==> config.mk <==
export PLATFORM = sky130hd
export DESIGN_NAME = otter_lsu
export DESIGN_NICKNAME = d
export VERILOG_FILES = /design/src/rtl/otter_lsu.sv
export SDC_FILE = /design/constraint.sdc
export NUM_CORES = 1
export LEC_CHECK = 0
export CAP_MARGIN = 20
export CORE_MARGIN = 5
export CORE_UTILIZATION = 31
export DETAILED_ROUTE_END_ITERATION = 8
export GPL_ROUTABILITY_DRIVEN = 0
export PLACE_DENSITY = 0.54
export SYNTH_ARGS = -nofsm -noshare
export SYNTH_HDL_FRONTEND = slang
export SYNTH_SLANG_ARGS = --single-unit
==> constraint.sdc <==
create_clock -name CLK -period 8.2 [get_ports CLK]
set_input_delay 1.64 -clock CLK [delete_from_list [all_inputs] [get_ports CLK]]
set_output_delay 1.64 -clock CLK [all_outputs]
set_load 0.02 [all_outputs]
Run 1, metal 1:
The bar under the picture is 50 µm long. Supply wires on this layer in grey.
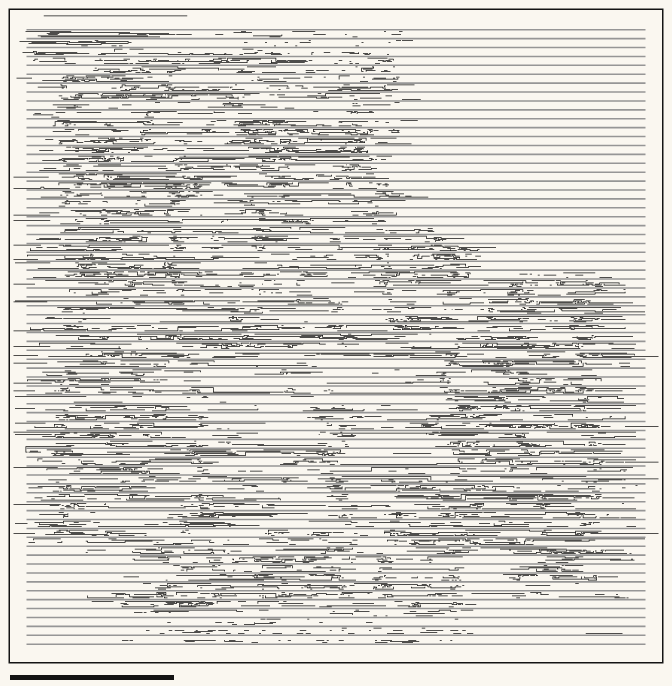
longest straight run	68.5 µm
nets with wire on the layer	1,232
drt total wl: 35.2 mm
total number of vias: 9,277

Run 1, metal 2:
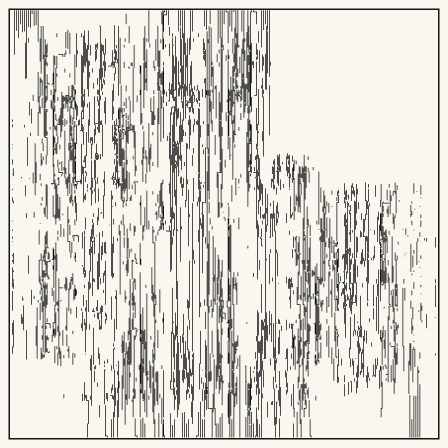
share of all routed wire	45%
wire length on this layer	15,700 µm
met2 track demand over resource: 26.6%

Run 1, the metal 3 layer:
The bar under the picture is 50 µm long. Cells faint in the background.
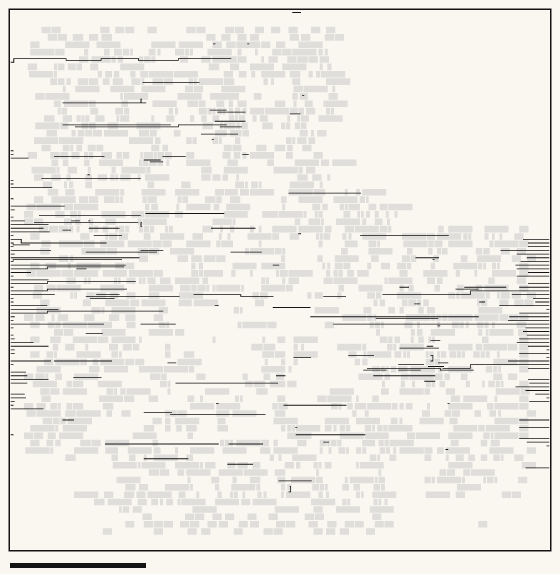
longest straight run	79.4 µm
wire length on this layer	2,540 µm
share of all routed wire	7.2%
nets with wire on the layer	157
main direction	horizontal
met3 layer usage reported by global route: 4.50%

Run 1, metal 4:
Supply wires on this layer in grey.
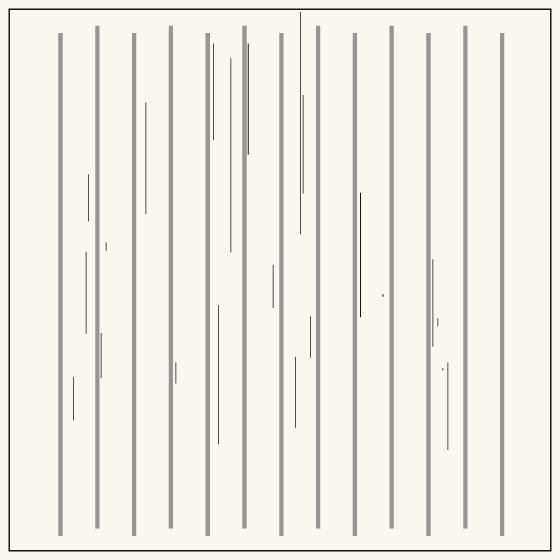
longest straight run	81.6 µm
nets with wire on the layer	14

==> run notes, run 1 <==
Figures from the implementation reports.

- The main logic family after synthesis is AND-OR/OR-AND gates.
- The initial antenna violation count reads 5.
- The net switching power reads 2.77 mW.
- The CTS sink count is between 200 and 250.
- The final core utilization reads around two fifths.
- By count the netlist is led by 215 x sky130_fd_sc_hd__dfrtp_1, 146 x sky130_fd_sc_hd__nand2_1, 83 x sky130_fd_sc_hd__o21ai_0.
- The worst clock skew reads 0.0253 ns.
- In the post-route analysis, the smallest setup slack over all paths is 3.92 ns.
- The number of global-route vias before repair was between 9,000 and 10,000.
- The run finished with clean final reports.
- Synthesis inferred about 220 register bits.
- The amount of wire on met3 after detailed routing is 2.54 mm.
- The required time at the endpoint of the critical path is 8.63 ns.
- The biggest slice of the total power is consumed by combinational cells.
- The data arrival time of the worst path is about 4.7 ns.
- Setup repair after global routing left no endpoint under its margin.
- The placeable core area reads 0.0355 mm².
- The cell area reported after detailed placement reads 0.0135 mm².
- The maximum frequency from static timing analysis reads roughly 230 MHz.
- The most numerous cell type found on the critical path is sky130_fd_sc_hd__inv_1.
- For this run, the detailed router reports a per-instance via density of ~5.3.
- The clock network power is 1.18 mW.
- The cell count of the worst reg-to-reg path reads 9.
- The area growth from synthesis to layout reads 29.9%.
- Per STA, the worst path is made up of inv_1, ha_1, nor2b_1, inv_1, fa_1, a21oi_2, nand4b_1, or4_1, o211a_1.
- The actual slew at the worst max-slew pin is 1.09 ns.
- Per the post-route antenna check, the number of violating nets is 0.
## run 1: cell type report
| class | instances | area [µm²] | area share [%] |
|---|---|---|---|
| well taps | 461 | 577 | 4.00 |
| multi-input cells | 779 | 5350 | 37.1 |
| repair buffers | 220 | 2170 | 15.1 |
| diodes | 3 | 7.51 | 0.0521 |
| inverters | 13 | 48.8 | 0.339 |
| flip-flops and latches | 215 | 5380 | 37.3 |
| clock buffers | 40 | 795 | 5.51 |
| clock inverters | 9 | 77.6 | 0.538 |
## run 1: critical path, delay by kind of cell, from the launching register on
| family | cells | cell delay [ns] |
|---|---|---|
| AND/OR/NAND/NOR | 3 | 1.41 |
| adder cells (fa/ha/maj) | 2 | 1.29 |
| flip-flops | 1 | 0.73 |
| AND-OR/OR-AND | 2 | 0.40 |
| buffers and inverters | 2 | 0.33 |
==> run 1 -> run 2 <==
==> constraint.sdc (replaced) <==
create_clock -name CLK -period 4.4 [get_ports CLK]
set_input_delay 0.88 -clock CLK [delete_from_list [all_inputs] [get_ports CLK]]
set_output_delay 0.88 -clock CLK [all_outputs]
set_load 0.02 [all_outputs]
Run 2, metal 1:
The bar under the picture is 50 µm long. Supply wires on this layer in grey.
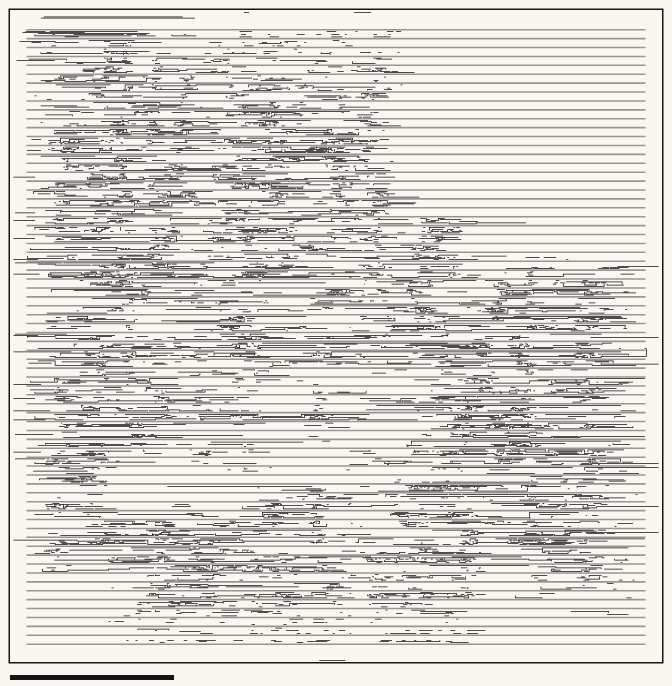
longest straight run	88.3 µm
main direction	horizontal
drt total wl: 34.5 mm
total number of vias: 9,292
Global Route met1 Usage: 24.4%

==> run notes, run 2 <==
Figures from the implementation reports.

- The flow ran to the end, and the final reports show no timing, DRC or antenna violations.
- STA shows the worst reg2reg path with a cell count of 10.
- Looking at the max-slew report, the worst-margin pin has a slew of around 0.9 ns.
- The area growth from synthesis to layout reads 31.1%.
- Per the OpenROAD timing report, the critical path contains 10 cells.
- The placed instances occupy a cell area of 0.0136 mm².
- Derived from the worst setup path, the maximum achievable clock frequency is 280 MHz.
- In this run the critical path is formed by inv_1, ha_4, mux2_2, ha_1, inv_1, fa_1, a21oi_2, nand4b_1, or4_1, o211a_1.
- The arrival time of data at the worst endpoint is listed as 4.00 ns.
- The initial antenna violation count reads 3.
- The CTS sink count is approximately 220.
- The required time at the endpoint of the critical path is 4.82 ns.
- The placeable core area reads between 0.03 and 0.04 mm².
- The number of global-route vias before repair came to 9,077.
- Once detail routing completed, the nets flagged for antenna violations numbered 0.
- The most repeated library cell on the critical path reads sky130_fd_sc_hd__inv_1.
- The worst clock skew is between 0.01 and 0.015 ns.
- The met3 track utilization from global routing reads 3.71%.
- Setup repair after global routing left no endpoint under its margin.
- The combined buffer and inverter count along the critical path is 2.
- met2 track demand over resource after global routing is about a quarter.
- The amount of wire on met3 after detailed routing reads approximately 2.3 mm.
- The final core utilization is 41.0%.
## run 2: report_power, final
group	internal [mW]	switching, mW	leakage [nW]
Sequential	2.82	0.570	2.70
Clock	1.39	0.867	0.444
Combinational	2.67	3.70	2.76
Total	6.87	5.14	5.90
## run 2: final cells by class
cell class	count	area, µm²
Antenna cell	2	5.00
Timing Repair Buffer	229	2280
Multi-Input combinational cell	779	5340
Clock buffer	38	767
Tap cell	461	577
Inverter	13	48.8
Sequential cell	215	5380
Clock inverter	9	130
Fill cell	3431	20900
## run 2: logic make-up after synthesis
kind of cell             after synthesis  synth area share, %
AND-OR/OR-AND                        323                 20.1
XOR/XNOR                              16                 1.26
adder cells (fa/ha/maj)               12                 1.42
buffers and inverters                 88                 3.67
flip-flops                           215                 48.5
multiplexers                         116                 11.3
AND/OR/NAND/NOR                      312                 13.8
No activity file was given, so power comes from the tool's default toggle rates.
